### Wiring heat map, run 1

Scale: 6 px per um. The die is cut into 11 by 12 equal tiles; white is low, dark blue is high, scaled to the fullest tile. Values are wire area over tile area, all layers added.
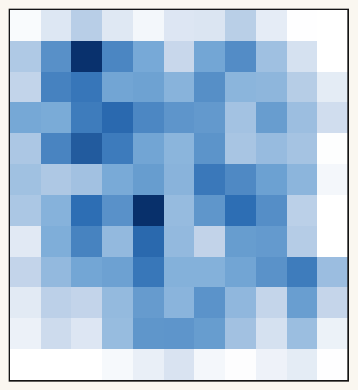
### Clock network drawn from the DEF, run 1

Scale: 6 px per um.
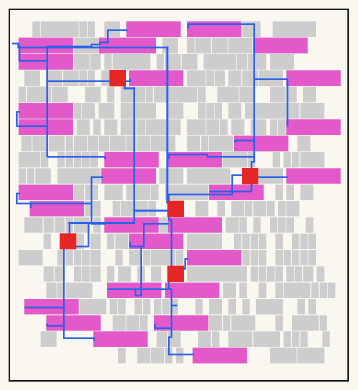
### Track usage over the die, run 1

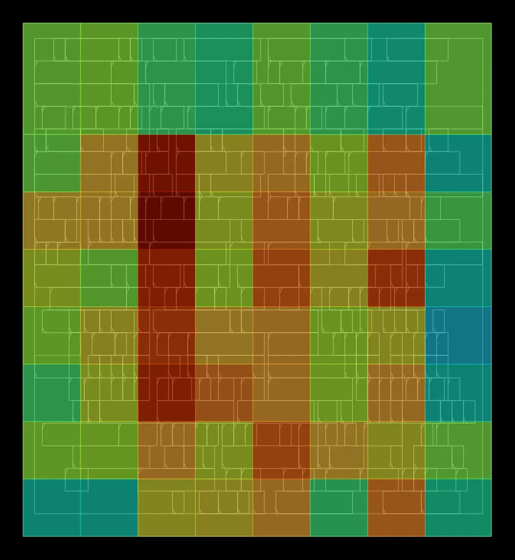
### A small window of the routed layout, run 1

Region (13, 4) to (43, 34) um. Cells in gray, sequential cells in the stronger gray; small squares are vias.
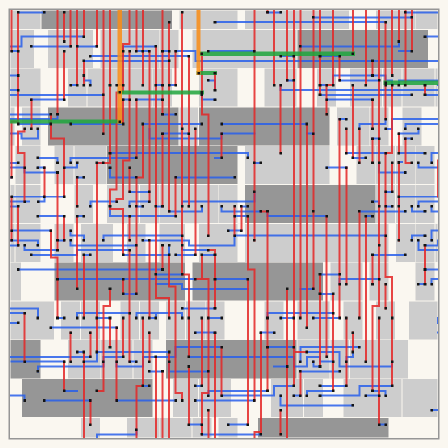
==> src/rtl/seven_seg_scanner_pkg.sv <==
// Shared definitions for the 7-segment display scanner and any other 7-segment consumer.
// Holds the digit/frame sizes, the scanner FSM state encoding and the BCD segment table.
// Segment codes are active-high {g,f,e,d,c,b,a}; BCD 10..15 decode to blank.
package seven_seg_scanner_pkg;

  localparam int NUM_DIGITS = 6;
  localparam int FRAME_BITS = 16;

  typedef enum logic [2:0] {
    IDLE    = 3'd0,
    SELECT  = 3'd1,
    CAPTURE = 3'd2,
    SHIFT   = 3'd3,
    LATCH   = 3'd4
  } state_t;

  localparam logic [6:0] SEG_TABLE [16] = '{
    7'h3F, 7'h06, 7'h5B, 7'h4F, 7'h66, 7'h6D, 7'h7D, 7'h07,
    7'h7F, 7'h6F, 7'h00, 7'h00, 7'h00, 7'h00, 7'h00, 7'h00
  };

endpackage

==> src/rtl/seven_seg_scanner_decode.sv <==
// bcd_to_7seg: combinational BCD digit to active-high 7-segment pattern {g,f,e,d,c,b,a}.
// Zero latency; no handshake.
// Codes 10..15 produce a blank digit.
module bcd_to_7seg
  import seven_seg_scanner_pkg::*;
(
  input  logic [3:0] i_bcd,
  output logic [6:0] o_seg
);

  assign o_seg = SEG_TABLE[i_bcd];

endmodule

==> src/rtl/seven_seg_scanner.sv <==
// Scans six display digits: selects a digit upstream, captures its BCD value, and shifts a
// 16-bit {dp,segments,active-low enables} frame MSB-first into a 74HC595 chain, then latches.
// One frame takes 2 + 33*SCLK_DIV cycles; ticks arriving while busy are dropped, never queued.
module seven_seg_scanner
  import seven_seg_scanner_pkg::*;
#(
  parameter int SCLK_DIV = 2
) (
  input  logic       i_clk,
  input  logic       i_reset,
  input  logic       i_tick,
  input  logic [3:0] i_bcd,
  input  logic       i_dp,
  output logic [3:0] o_seg_select,
  output logic       o_serial_data,
  output logic       o_serial_clk,
  output logic       o_serial_latch,
  output logic       o_busy
);

  localparam int               DIV_W      = (SCLK_DIV > 1) ? $clog2(SCLK_DIV) : 1;
  localparam logic [DIV_W-1:0] DIV_LAST   = DIV_W'(SCLK_DIV - 1);
  localparam logic [2:0]       LAST_DIGIT = 3'(NUM_DIGITS - 1);
  localparam logic [3:0]       LAST_BIT   = 4'(FRAME_BITS - 1);

  state_t                state_q;
  logic [2:0]            digit_q;
  logic [3:0]            bit_q;
  logic [DIV_W-1:0]      div_q;
  logic [FRAME_BITS-1:0] frame_q;
  logic                  sclk_q;
  logic                  latch_q;
  logic                  busy_q;

  logic [6:0]            seg_d;
  logic [7:0]            enable_d;
  logic [FRAME_BITS-1:0] frame_d;
  logic                  div_done_d;

  bcd_to_7seg u_decode (
    .i_bcd (i_bcd),
    .o_seg (seg_d)
  );

  // Assemble the frame for the digit currently selected upstream; only sampled in CAPTURE.
  always_comb begin
    enable_d = ~(8'h01 << digit_q);
    frame_d  = {i_dp, seg_d, enable_d};
  end

  assign div_done_d = (div_q == DIV_LAST);

  // Scanner FSM: all outputs come straight from these registers, so no input reaches an output
  // combinationally. Serial data is the frame MSB and changes only as the clock goes low.
  always_ff @(posedge i_clk or posedge i_reset) begin
    if (i_reset) begin
      state_q <= IDLE;
      digit_q <= '0;
      bit_q   <= '0;
      div_q   <= '0;
      frame_q <= '0;
      sclk_q  <= 1'b0;
      latch_q <= 1'b0;
      busy_q  <= 1'b0;
    end else begin
      case (state_q)
        IDLE: begin
          if (i_tick) begin
            state_q <= SELECT;
            busy_q  <= 1'b1;
          end
        end
        SELECT: begin
          state_q <= CAPTURE;
        end
        CAPTURE: begin
          frame_q <= frame_d;
          bit_q   <= '0;
          div_q   <= '0;
          sclk_q  <= 1'b0;
          state_q <= SHIFT;
        end
        SHIFT: begin
          if (div_done_d) begin
            div_q <= '0;
            if (!sclk_q) begin
              sclk_q <= 1'b1;
            end else begin
              sclk_q <= 1'b0;
              if (bit_q == LAST_BIT) begin
                frame_q <= '0;
                bit_q   <= '0;
                latch_q <= 1'b1;
                state_q <= LATCH;
              end else begin
                frame_q <= frame_q << 1;
                bit_q   <= bit_q + 4'd1;
              end
            end
          end else begin
            div_q <= div_q + 1'b1;
          end
        end
        LATCH: begin
          if (div_done_d) begin
            div_q   <= '0;
            latch_q <= 1'b0;
            busy_q  <= 1'b0;
            digit_q <= (digit_q == LAST_DIGIT) ? 3'd0 : digit_q + 3'd1;
            state_q <= IDLE;
          end else begin
            div_q <= div_q + 1'b1;
          end
        end
        default: begin
          state_q <= IDLE;
        end
      endcase
    end
  end

  assign o_seg_select   = {1'b0, digit_q};
  assign o_serial_data  = frame_q[FRAME_BITS-1];
  assign o_serial_clk   = sclk_q;
  assign o_serial_latch = latch_q;
  assign o_busy         = busy_q;

endmodule

==> config.mk <==
export PLATFORM = sky130hd
export DESIGN_NAME = seven_seg_scanner
export DESIGN_NICKNAME = d
export VERILOG_FILES = /design/src/rtl/seven_seg_scanner_pkg.sv /design/src/rtl/seven_seg_scanner_decode.sv /design/src/rtl/seven_seg_scanner.sv
export SDC_FILE = /design/constraint.sdc
export NUM_CORES = 1
export LEC_CHECK = 0
export ABC_AREA = 1
export CAP_MARGIN = 20
export CORE_ASPECT_RATIO = 1.1
export CORE_UTILIZATION = 56
export DETAILED_ROUTE_END_ITERATION = 12
export DONT_BUFFER_PORTS = 1
export GPL_ROUTABILITY_DRIVEN = 0
export HOLD_SLACK_MARGIN = 0.05
export PLACE_DENSITY = 0.74
export SLEW_MARGIN = 20
export SYNTH_ARGS = -nofsm -noshare
export SYNTH_HDL_FRONTEND = slang
export SYNTH_SLANG_ARGS = --single-unit
==> constraint.sdc <==
create_clock -name i_clk -period 1.2 [get_ports i_clk]
set_input_delay 0.24 -clock i_clk [delete_from_list [all_inputs] [get_ports i_clk]]
set_output_delay 0.24 -clock i_clk [all_outputs]
set_load 0.01 [all_outputs]
==> job_summary.md, run 1 <==
## Implementation flow summary

| Metric | Value |
|---|---|
| Count of multi-input gates | between 150 and 200 |
| Status | finished, violations left |
| Met3 WL | roughly 110 um |
| Failing checks | setup timing |
| I/O pin count | 16 |
| Clock insertion delay at the later pin of the skew report | ~330 ps |
| Count of plain and timing-repair buffers in the layout | 33 |
| Global-route track usage on met2 | 43.5% |
| Yosys cell count | 249 |
| Number of violations of the max-capacitance limit | 0 |
| Final sum of negative setup slack | -4320 ps |
| Hold_buf cts | 1 |
| Largest buffer count on any clock path | 2 |
| First-pass DRT Iterations | 4 |
| Power after layout | 1.64 mW |
| Register with the highest flop count | frame_q |
| Drt via density | roughly 5.2 |
| Synth Net Count | between 200 and 300 |
| Maximum VDD drop | around 0.00069 V |
| Largest registers | frame_q x16, bit_q x4 |
| Post-synthesis simple-gate area fraction | a little under two fifths |
| Final-layout clock-cell area share | under 10% |
| Total count of max-transition violations in the final report | 0 |
| Maximum number of pins on one net before global-route repair | 31 |
| Clock network power | about 0.56 mW |
| Most common cell in the synthesized netlist | nand2_1 |
| Layout cells sized above 1 | around 36% |
| Heaviest power group | registers |
| Most frequent cells after synthesis | nand2_1, dfrtp_1, inv_1 |
| Clock buffer count from CTS | 5 |
| Number of storage elements in the synthesis netlist | 30 |
| Antenna diodes | 0 |
| Tap cell instance count | 34 |
| Switching part of the total power | 23.8% |
| Core Area | 3070 sq um |
| Initial antenna violation count | 0 |
| Post-layout worst setup margin | -228 ps |
| Combinational cell area excluding buffers and inverters | ~1100 sq um |
| Crit path buf inv count | 2 |
| Post-route cell area | 2420 sq um |
| Placed Cells incl. Taps | roughly 300 |
| Detailed-route via count | between 1500 and 2000 |
| Setup-violating endpoint count in the final report | 28 |
| Total standard cell area after synthesis | roughly 1800 sq um |
-- 'Wiring heat map' (at the start) --
37% of the tiles are over half the peak. The mean over all tiles is 0.18. The densest ninth of the die: middle. The fullest tile reaches 0.47. 8.3% of the tiles are nearly empty.

-- 'Clock network drawn from the DEF' (at the start) --
Red shows clock-net drivers, count 5. Magenta shows flip-flops, count 30. Blue shows clock wires, length 416 um.
Position of the flops: widely spread.

-- 'Track usage over the die' (at the start) --
post-detailed-route wirelength per cell: 13.1 um
Most Used Layer, Global Route: met2

-- 'A small window of the routed layout' (at the start) --
Orange shows M4. Red shows M2. Green shows M3. Blue shows M1.
Sequential cells in the window: 10. Netlist names of flops here include frame_q (10). Most frequent: nand2_1 (40), nand2_2 (19), dfrtp_1 (10). 89 logic cells have their middle in the window.

### Gate-type map, run 1

Scale: 10 px per um.
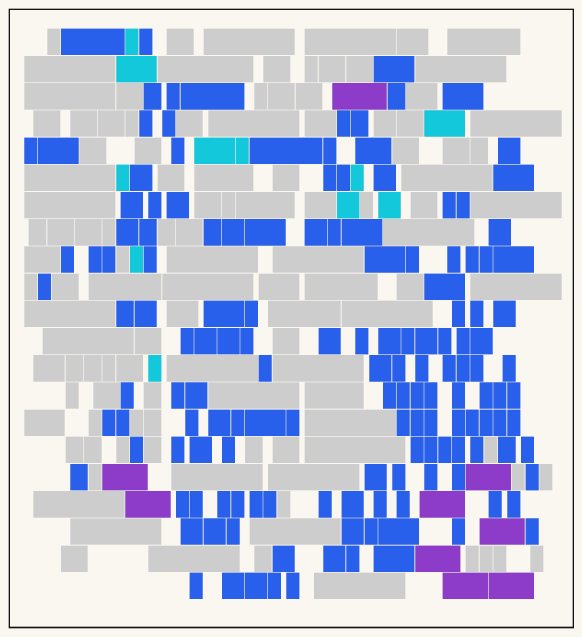

## Run 2: what changed since run 1
--- a/config.mk
+++ b/config.mk
@@ -12,6 +12,7 @@
 export DETAILED_ROUTE_END_ITERATION = 12
 export DONT_BUFFER_PORTS = 1
 export GPL_ROUTABILITY_DRIVEN = 0
+export GPL_TIMING_DRIVEN = 0
 export HOLD_SLACK_MARGIN = 0.05
 export PLACE_DENSITY = 0.74
 export SLEW_MARGIN = 20
### Gate-type map, run 2

Scale: 10 px per um.
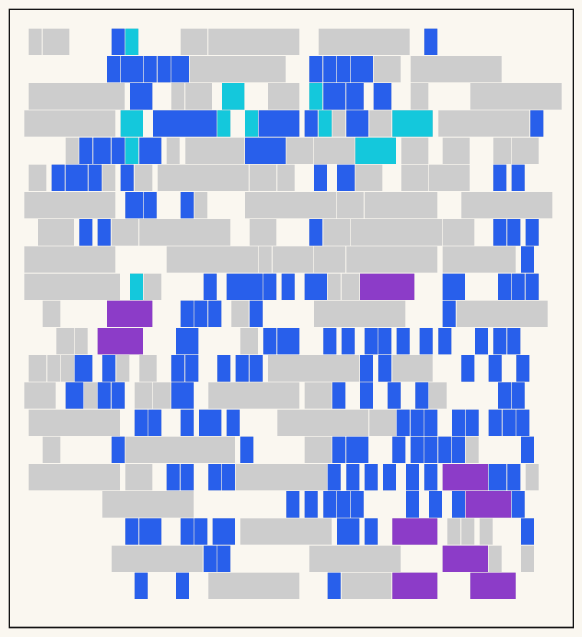
Blue shows nand cells, cells 149, most used nand2_1, where widely spread. Cyan shows nor cells, cells 11, most used nor2_1. Purple shows fa/ha/maj cells, cells 9, most used ha_1.

### Clock network drawn from the DEF, run 2

Scale: 6 px per um.
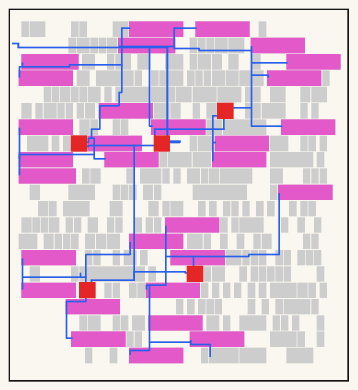
Red shows clock-net drivers, count 5. Magenta shows flip-flops, count 30. Blue shows clock wires, length 400 um.
There are 6 routed clock nets.

==> run 2 against run 1 <==
Against the previous run:
- the run still ends with setup timing left
- power increased by 17%
- clock skew rose by 6.6 ps
- via count is 5.4% lower
- sequential share of layout area rose by 4.1 points
- register-to-register slack better by 70 ps
- largest cell class unchanged
==> job_summary.md, run 2 <==
## Implementation flow summary

| Metric | Value |
|---|---|
| Register with the highest flop count | frame_q |
| Core Area | 3070 sq um |
| Layout cells sized above 1 | 23.2% |
| Count of plain and timing-repair buffers in the layout | 22 |
| Tap cell instance count | 34 |
| Clock insertion delay at the later pin of the skew report | around 330 ps |
| Maximum number of pins on one net before global-route repair | 31 |
| Total count of max-transition violations in the final report | 0 |
| Global-route track usage on met2 | 41.0% |
| Antenna diodes | 0 |
| Power after layout | 1.92 mW |
| I/O pin count | 16 |
| Post-synthesis simple-gate area fraction | a little under two fifths |
| Detailed-route via count | roughly 1600 |
| Final-layout clock-cell area share | under 10% |
| Post-route cell area | 2150 sq um |
| Most common cell in the synthesized netlist | nand2_1 |
| Largest registers | frame_q x16, bit_q x4 |
| Clock network power | about 0.84 mW |
| Crit path buf inv count | 3 |
| Switching part of the total power | about a fifth |
| Post-detailed-route wirelength per cell | 12.3 um |
| Setup-violating endpoint count in the final report | 25 |
| Number of violations of the max-capacitance limit | 0 |
| Post-layout worst setup margin | -154 ps |
| Drt via density | roughly 5.1 |
| Hold_buf cts | 1 |
| Dpl cell area | between 1500 and 2000 sq um |
| Maximum VDD drop | 0.00141 V |
| Number of storage elements in the synthesis netlist | 30 |
| Most frequent cells after synthesis | nand2_1, dfrtp_1, inv_1 |
| Initial antenna violation count | 0 |
| First-pass DRT Iterations | 4 |
| Clock buffer count from CTS | 5 |
| Static leakage | ~1.2 nW |
| Synth Net Count | roughly 270 |
| Heaviest power group | registers |
| Count of multi-input gates | approximately 190 |
| Placed Cells incl. Taps | roughly 280 |
| Largest buffer count on any clock path | 2 |
| Failing checks | setup timing |
| Count of clock tree sinks | 30 |
| Status | finished, violations left |
| Combinational cell area excluding buffers and inverters | 956 sq um |
| Most Used Layer, Global Route | met2 |
| Final sum of negative setup slack | -3120 ps |
### A small window of the routed layout, run 2

Region (13, 4) to (43, 34) um. Cells in gray, sequential cells in the stronger gray; small squares are vias.
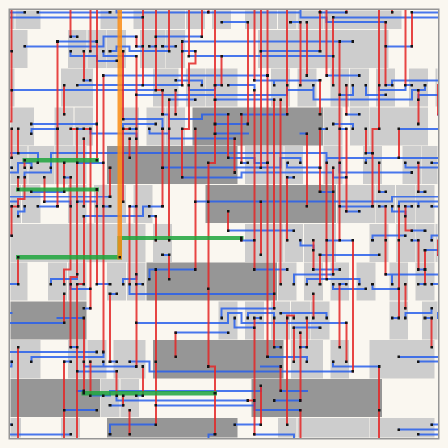
Orange shows M4. Red shows M2. Green shows M3. Blue shows M1.
Most frequent: nand2_1 (59), dfrtp_1 (9), nand2_2 (8). Sequential cells in the window: 9. Netlist names of flops here include frame_q (9). 91 logic cells have their middle in the window.

### Track usage over the die, run 2

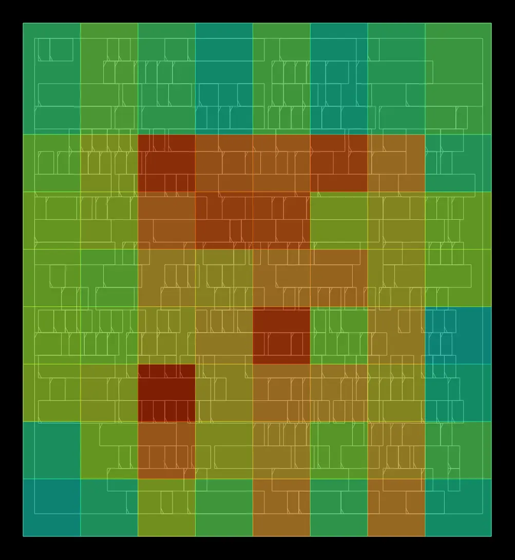

## Run 3: what changed since run 2
--- a/config.mk
+++ b/config.mk
@@ -6,9 +6,9 @@
 export NUM_CORES = 1
 export LEC_CHECK = 0
 export ABC_AREA = 1
-export CAP_MARGIN = 20
 export CORE_ASPECT_RATIO = 1.1
 export CORE_UTILIZATION = 56
+export CTS_CLUSTER_DIAMETER = 120
 export DETAILED_ROUTE_END_ITERATION = 12
 export DONT_BUFFER_PORTS = 1
 export GPL_ROUTABILITY_DRIVEN = 0
@@ -18,4 +18,5 @@
 export SLEW_MARGIN = 20
 export SYNTH_ARGS = -nofsm -noshare
 export SYNTH_HDL_FRONTEND = slang
+export SYNTH_HIERARCHICAL = 1
 export SYNTH_SLANG_ARGS = --single-unit
### Track usage over the die, run 3

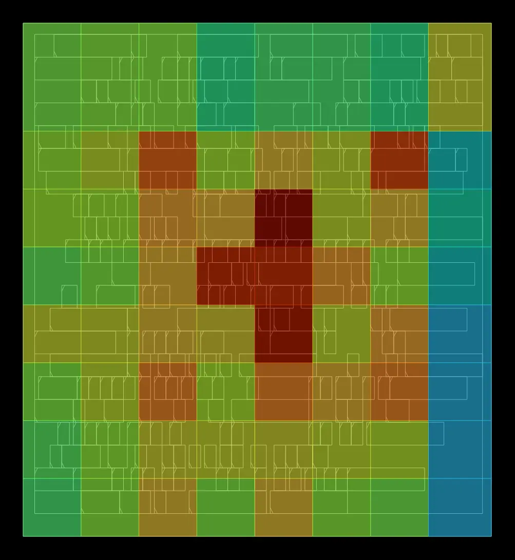
GR met3 Demand/Resource: 7.56%
core utilization of the finished layout: 68.1%
met1 capacity usage during global routing: 31.3%
total track usage: 23.4%
global-route track usage on met2: 36.7%

### Clock network drawn from the DEF, run 3

Scale: 6 px per um.
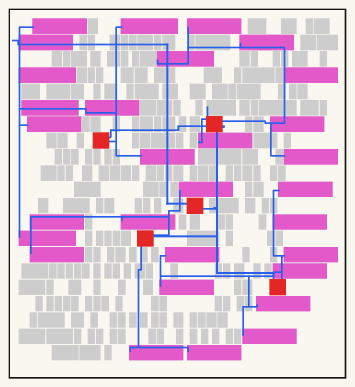
Blue shows clock wires, length 420 um. Magenta shows flip-flops, count 30. Red shows clock-net drivers, count 5.
There are 6 routed clock nets. Position of the flops: widely spread.

==> run 3 against run 2 <==
Against the previous run:
- the flow still finishes with violations (setup timing)
- core utilization fell by 1.9 points
- clock power fell by 23%
- flip-flop count did not move
- register-to-register slack improved by 50 ps
- combinational power rose by 5.7%
- cell count fell by 0.98%
- sequential share of layout area rose by 1.4 points
- synthesized cell count fell by 0.40%
- critical endpoint is now frame_q[15]
- power fell by 9.9%
==> job_summary.md, run 3 <==
## Implementation flow summary

| Metric | Value |
|---|---|
| First-pass DRT Iterations | 4 |
| Failing checks | setup timing |
| Clock insertion delay at the later pin of the skew report | roughly 330 ps |
| Post-synthesis simple-gate area fraction | between 30% and 40% |
| Detailed-route via count | 1520 |
| Total count of max-transition violations in the final report | 0 |
| Core Area | approximately 3000 sq um |
| Largest registers | frame_q x16, bit_q x4 |
| Maximum number of pins on one net before global-route repair | 31 |
| Placed Cells incl. Taps | between 200 and 300 |
| Status | finished, violations left |
| I/O pin count | 16 |
| Total standard cell area after synthesis | about 1800 sq um |
| Drt via density | 5.02 |
| Post-layout worst setup margin | -108 ps |
| Dpl cell area | around 1800 sq um |
| Antenna diodes | 0 |
| Layout cells sized above 1 | approximately a fifth |
| Post-route cell area | between 2000 and 2500 sq um |
| Switching part of the total power | about a quarter |
| Count of plain and timing-repair buffers in the layout | 21 |
| Hold_buf cts | 1 |
| Post-detailed-route wirelength per cell | 12.0 um |
| Most Used Layer, Global Route | met2 |
| Initial antenna violation count | 0 |
| Setup-violating endpoint count in the final report | 24 |
| Final-layout clock-cell area share | about 2.9% |
| Clock network power | 0.643 mW |
### A small window of the routed layout, run 3

Region (13, 3) to (43, 33) um. Cells in gray, sequential cells in the stronger gray; small squares are vias.
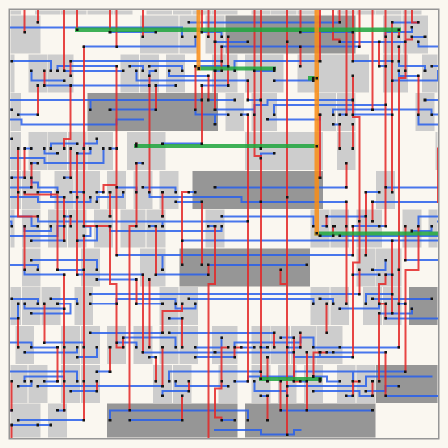
Blue shows M1. Green shows M3. Orange shows M4. Red shows M2.
Sequential cells in the window: 6. Most frequent: nand2_1 (68), nand3_1 (12), dfrtp_1 (6). 95 logic cells have their middle in the window. Netlist names of flops here include frame_q (6).

Power is estimated from default activity; no workload was simulated.
